--- config.mk ---
export PLATFORM = sky130hd
export DESIGN_NAME = mmio_uart_tx
export DESIGN_NICKNAME = d
export VERILOG_FILES = /design/src/rtl/mmio_uart_tx.sv
export SDC_FILE = /design/constraint.sdc
export NUM_CORES = 1
export LEC_CHECK = 0
export ABC_CLOCK_PERIOD_IN_PS = 5100
export CORE_ASPECT_RATIO = 1.1
export CORE_MARGIN = 1
export CORE_UTILIZATION = 64
export CTS_BUF_LIST = sky130_fd_sc_hd__clkbuf_4 sky130_fd_sc_hd__clkbuf_8 sky130_fd_sc_hd__clkbuf_16
export DETAILED_ROUTE_END_ITERATION = 12
export DONT_BUFFER_PORTS = 1
export PLACE_DENSITY = 0.8
export SYNTH_ARGS = -nofsm -noshare
export SYNTH_HDL_FRONTEND = slang
export SYNTH_SLANG_ARGS = --single-unit
--- constraint.sdc ---
create_clock -name clk -period 5.1 [get_ports clk]
set_input_delay 1.02 -clock clk [delete_from_list [all_inputs] [get_ports clk]]
set_output_delay 1.02 -clock clk [all_outputs]
set_load 0.02 [all_outputs]
--- src/rtl/mmio_uart_tx.sv ---
// Memory-mapped UART transmitter: a CPU-visible TX FIFO feeding an 8N1 serializer.
// Register window: TXDATA, STATUS, DIV, reserved; reads return one cycle after the access.
module mmio_uart_tx #(
    parameter logic [31:0] BASE_ADDR    = 32'hFFFF_FF10,
    parameter int unsigned FIFO_DEPTH   = 8,
    parameter int unsigned CLKS_PER_BIT = 104
) (
    input  logic        clk,
    input  logic        reset,
    input  logic        dmem_wren,
    input  logic [31:0] dmem_address,
    input  logic [31:0] dmem_data_in,
    input  logic [2:0]  funct3,
    output logic [31:0] dmem_data_out,
    output logic        rd_hit,
    output logic        uart_tx
);
    localparam int unsigned PtrW = $clog2(FIFO_DEPTH);
    localparam int unsigned CntW = $clog2(FIFO_DEPTH + 1);

    typedef enum logic [1:0] {StIdle, StStart, StData, StStop} state_e;

    logic [7:0]      r_mem [FIFO_DEPTH];
    logic [PtrW-1:0] r_wptr, r_rptr;
    logic [CntW-1:0] r_count;
    logic            r_ovf;
    logic [15:0]     r_div;
    state_e          r_state, w_state_d;
    logic [7:0]      r_shift, w_shift_d;
    logic [15:0]     r_bit_div, w_bit_div_d;
    logic [15:0]     r_timer, w_timer_d;
    logic [2:0]      r_bit_idx, w_bit_idx_d;
    logic            r_tx, w_tx_d;
    logic            r_rd_hit;
    logic [31:0]     r_rdata;

    logic        w_hit, w_full, w_empty, w_busy, w_bit_end;
    logic [1:0]  w_off;
    logic        w_push_req, w_push, w_pop, w_drop, w_ovf_clr, w_div_wr;
    logic [15:0] w_div_new;
    logic [4:0]  w_count5;
    logic [31:0] w_status, w_rdata;
    logic        w_unused;

    assign w_unused   = ^{funct3, dmem_address[1:0], dmem_data_in[31:16]};

    assign w_hit      = (dmem_address[31:4] == BASE_ADDR[31:4]);
    assign w_off      = dmem_address[3:2];
    assign w_full     = (r_count == CntW'(FIFO_DEPTH));
    assign w_empty    = (r_count == '0);
    assign w_busy     = (r_state != StIdle);
    assign w_bit_end  = (r_timer == r_bit_div - 16'd1);

    assign w_push_req = w_hit & dmem_wren & (w_off == 2'd0);
    // A pop on the same edge frees a slot, so a push into a full FIFO is still accepted.
    assign w_push     = w_push_req & (~w_full | w_pop);
    assign w_drop     = w_push_req & w_full & ~w_pop;
    assign w_ovf_clr  = w_hit & dmem_wren & (w_off == 2'd1) & dmem_data_in[3];
    assign w_div_wr   = w_hit & dmem_wren & (w_off == 2'd2);
    assign w_div_new  = (dmem_data_in[15:0] < 16'd2) ? 16'd2 : dmem_data_in[15:0];

    assign w_count5   = 5'(r_count);
    assign w_status   = {19'b0, w_count5, 4'b0, r_ovf, w_empty, w_full, w_busy};

    always_comb begin
        w_rdata = '0;
        case (w_off)
            2'd1:    w_rdata = w_status;
            2'd2:    w_rdata = {16'h0, r_div};
            default: w_rdata = '0;
        endcase
    end

    always_comb begin
        w_state_d   = r_state;
        w_shift_d   = r_shift;
        w_bit_div_d = r_bit_div;
        w_timer_d   = r_timer;
        w_bit_idx_d = r_bit_idx;
        w_tx_d      = r_tx;
        w_pop       = 1'b0;
        unique case (r_state)
            StIdle: begin
                w_tx_d    = 1'b1;
                w_timer_d = '0;
                if (!w_empty) begin
                    w_pop       = 1'b1;
                    w_shift_d   = r_mem[r_rptr];
                    w_bit_div_d = r_div;
                    w_state_d   = StStart;
                    w_tx_d      = 1'b0;
                end
            end
            StStart: begin
                if (w_bit_end) begin
                    w_timer_d   = '0;
                    w_bit_idx_d = '0;
                    w_state_d   = StData;
                    w_tx_d      = r_shift[0];
                end else begin
                    w_timer_d = r_timer + 16'd1;
                end
            end
            StData: begin
                if (w_bit_end) begin
                    w_timer_d = '0;
                    if (r_bit_idx == 3'd7) begin
                        w_state_d = StStop;
                        w_tx_d    = 1'b1;
                    end else begin
                        w_bit_idx_d = r_bit_idx + 3'd1;
                        w_shift_d   = {1'b0, r_shift[7:1]};
                        w_tx_d      = r_shift[1];
                    end
                end else begin
                    w_timer_d = r_timer + 16'd1;
                end
            end
            StStop: begin
                if (w_bit_end) begin
                    w_timer_d = '0;
                    // Chain straight into the next START so queued bytes leave no idle gap.
                    if (!w_empty) begin
                        w_pop       = 1'b1;
                        w_shift_d   = r_mem[r_rptr];
                        w_bit_div_d = r_div;
                        w_state_d   = StStart;
                        w_tx_d      = 1'b0;
                    end else begin
                        w_state_d = StIdle;
                        w_tx_d    = 1'b1;
                    end
                end else begin
                    w_timer_d = r_timer + 16'd1;
                end
            end
            default: begin
                w_state_d = StIdle;
                w_tx_d    = 1'b1;
            end
        endcase
    end

    always_ff @(posedge clk) begin
        if (w_push) begin
            r_mem[r_wptr] <= dmem_data_in[7:0];
        end
    end

    always_ff @(posedge clk or posedge reset) begin
        if (reset) begin
            r_wptr    <= '0;
            r_rptr    <= '0;
            r_count   <= '0;
            r_ovf     <= 1'b0;
            r_div     <= 16'(CLKS_PER_BIT);
            r_state   <= StIdle;
            r_shift   <= '0;
            r_bit_div <= 16'(CLKS_PER_BIT);
            r_timer   <= '0;
            r_bit_idx <= '0;
            r_tx      <= 1'b1;
            r_rd_hit  <= 1'b0;
            r_rdata   <= '0;
        end else begin
            if (w_push) begin
                r_wptr <= r_wptr + PtrW'(1);
            end
            if (w_pop) begin
                r_rptr <= r_rptr + PtrW'(1);
            end
            if (w_push && !w_pop) begin
                r_count <= r_count + CntW'(1);
            end else if (w_pop && !w_push) begin
                r_count <= r_count - CntW'(1);
            end
            if (w_drop) begin
                r_ovf <= 1'b1;
            end else if (w_ovf_clr) begin
                r_ovf <= 1'b0;
            end
            if (w_div_wr) begin
                r_div <= w_div_new;
            end
            r_state   <= w_state_d;
            r_shift   <= w_shift_d;
            r_bit_div <= w_bit_div_d;
            r_timer   <= w_timer_d;
            r_bit_idx <= w_bit_idx_d;
            r_tx      <= w_tx_d;
            r_rd_hit  <= w_hit & ~dmem_wren;
            r_rdata   <= (w_hit & ~dmem_wren) ? w_rdata : 32'h0;
        end
    end

    assign dmem_data_out = r_rdata;
    assign rd_hit        = r_rd_hit;
    assign uart_tx       = r_tx;

endmodule

==> Changelog: implementation <==
## Implementation

- Flop count: 154
- Yosys stat cell total: 546
- Slew Limit Fails: 0
- Max-area cell class: sequential cells
- Detail Placement HPWL: 9432 um
- Simple-Gate Fraction of Synth Area: 0.1233
- Min-Delay Path Class: reg2reg
- Delay of the slowest critical-path stage: 0.55 ns
- Flop share of the area: 0.5225
- Total CTS buffers: 17
- EDFF count, synth: 64
- Asr flop ratio synth: 0.5844
- Initial antenna violation count: 0
- IO Port Bufs: 0
- Area Growth Syn to Fin: 8.349%
- Logic gate share of total power: 0.013
- Aggregate global routing overflow: 0
- Top cells, area: dfrtp_1 28%, edfxtp_1 26%, mux2_2 5.0%
- Cell Count, Final, Fillers Out: 707
- Area after DPL: 0.007403 mm2
- Cts repair resizes: 0
- CTS Sinks: 154
- Buf/Inv on CP: 2
- CTS root buf: clkbuf_16
- Chip Area, Yosys: 0.007388 mm2
- # IOs: 104
- AO/OA Area Share: 0.05165
- RSZ-0062 raised after global routing: no
- Cell-by-cell listing of the critical path: inv_1 -> ha_1 -> nor3b_1 -> nand3_1 -> or4b_1 -> o211a_1 -> nand3b_1 -> o31a_1 -> a21oi_4 -> ha_1 -> inv_1 -> ha_1 -> a21o_1 -> a21oi_1 -> xnor2_1 -> nor2_1 -> xor2_1
- Inverters: 18
- Slew at the pin closest to its max-slew limit: 1.167 ns
- # Max-Cap Violations: 0
- Yosys top cell by area: dfrtp_1
- Power Density: 324.8 mW/mm2
- H-tree Lvls: 4
- Netlist cell types: 64
- Final setup margin: 0.6277 ns
- # Taps: 147
- Final Hold Violation Tally: 0
- Sw Ratio: 0.2026
- Core area: 0.01106 mm2
- Crit-path most repeated cell: ha_1
- Largest Register: r_mem
- Width of the die: 104.4 um
- P_clk: 1.27 mW
- Non-clk bufs: 2
- Full die area: 0.01198 mm2
- Top pwr grp: registers
- Clock-cell share: 0.07518
- Placed Cells: 675
- Period utilization: 0.8769
- Most numerous logic cells after layout: 83 x dfrtp_1, 64 x edfxtp_1, 39 x nor2_1
- Log Warnings: 54
- Share of cells above drive strength 1: 0.1982
- Post-route minimum period: 4.472 ns
- Clock latency at the later pin of the worst-skew pair: 0.42 ns
- Pint: 2.073 mW
- N_diodes: 0
- Area fraction in mux cells: 0.1384
- Setup Fix Bufs, Post-CTS: 0
- Final Setup Violations: 0
- CTS tree: yes
- CLK BUF: 18
- Tot Pwr: 2.600 mW
- Dominant comb cell: multiplexers
- Starting DRT DRC Count: 159
- Drt drc: 0
- XOR/XNOR Area Share: 0.04505
- Setup TNS Final: 0 ns
- Via/cell ratio: 6.177
- Area of the multi-input gates: 0.002953 mm2
- Number of logic gates: 354
- Final instance area: 0.008005 mm2
- Comb area share: 0.3689
- Non-clock buffer share: 0.001876
- Critical path's slowest cell: or4b_1
- Largest register FFs: 64
- Sequential share of power: 0.497
- Worst Path Arrival: 4.77 ns
- Most numerous cell in the Yosys netlist: dfrtp_1
- Ys flops: 154
- Synth Area per Inst: 13.53 um2
- Hold-fix buffers, CTS: 0
- Longest Clk Path Bufs: 2
- P_seq: 1.29 mW
- Leakage: 3.334 nW
- Mapped cell area: 0.007388 mm2
- Clk pwr share: 0.490
- Vias in the first global route: 4363
- Net load switching power: 0.5269 mW
- Final Wtd Congestion: 0.8051
- Status: complete, no violations
- Max-area cell share: 0.2811
- Top post-synthesis cells by count: 83 x dfrtp_1, 64 x edfxtp_1, 39 x nor2_1
- First-pass GRT wire length: 22520 um
- Drt pass-1 iters: 7
- Row cnt: 40
- Crit. End Element: flop
- Worst-path fanout max: 11
- Worst vdd ir: 0.3504 mV
- Adder share: 0.03319
- CP delay by family, top: simple AND/OR/NAND/NOR gates
- Reg area: 0.004183 mm2
- Via count: 4367
- Comb power: 0.0328 mW
- Commonest flop: dfrtp_1
path summary, 6_finish.rpt:
| check | start | to | slack [ns] | depth (start not counted) |
|---|---|---|---|---|
| min | r_shift[5] | r_shift[5] | 0.51 | 1 |
| max in group asynchronous | reset | r_div[3] | 3.44 | 2 |
| min in group asynchronous | reset | r_bit_idx[2] | 0.64 | 1 |
| max reg2reg | r_bit_div[0] | r_count[3] | 0.63 | 17 |
| max | r_bit_div[0] | r_count[3] | 0.63 | 17 |
| min reg2reg | r_shift[5] | r_shift[5] | 0.51 | 1 |
routing by layer:
layer  routed length [um]  track usage  up-vias  part of all wire
li1                     -            -     1986                 -
met4                  272       0.1029        0             0.019
met3                  744      0.07513       22             0.053
met2                 7221       0.4194      139              0.51
met5                    0            0        -                 0
met1                 5794       0.3118     2220              0.41
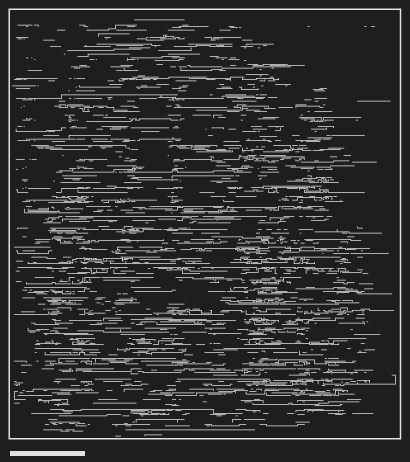
*Metal 1*
The bar under the picture is 20 um long.
share of all routed wire = 41%
main direction = horizontal
nets with wire on the layer = 555
longest straight run = 34.5 um

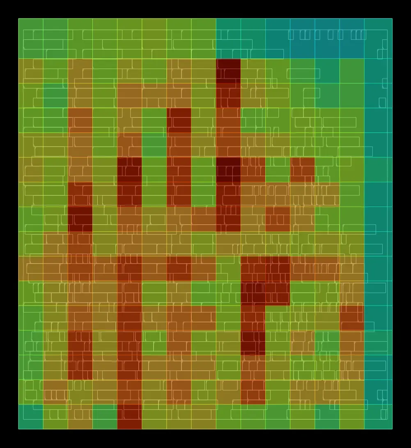
*Track usage over the die*
Util after Layout: 0.7238
grt peak-use layer: met2
M2 GR Usage: 0.4194
post-DR wirelength/cell: 19.85 um
routing usage on met1: 0.3118

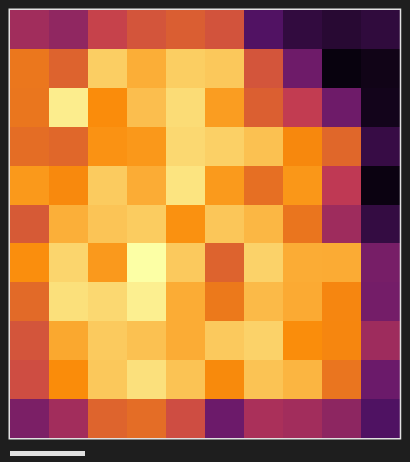
*Placement density heat map*
The bar under the picture is 20 um long. The die is cut into 10 by 11 equal tiles; black is low, pale yellow is high, 0 to 100% covered.
tiles over 75% full = 48%
emptiest ninth of the die = north-east
fullest tile = 100%
mean over tiles = 65%

Power and IR drop assume default switching activity.
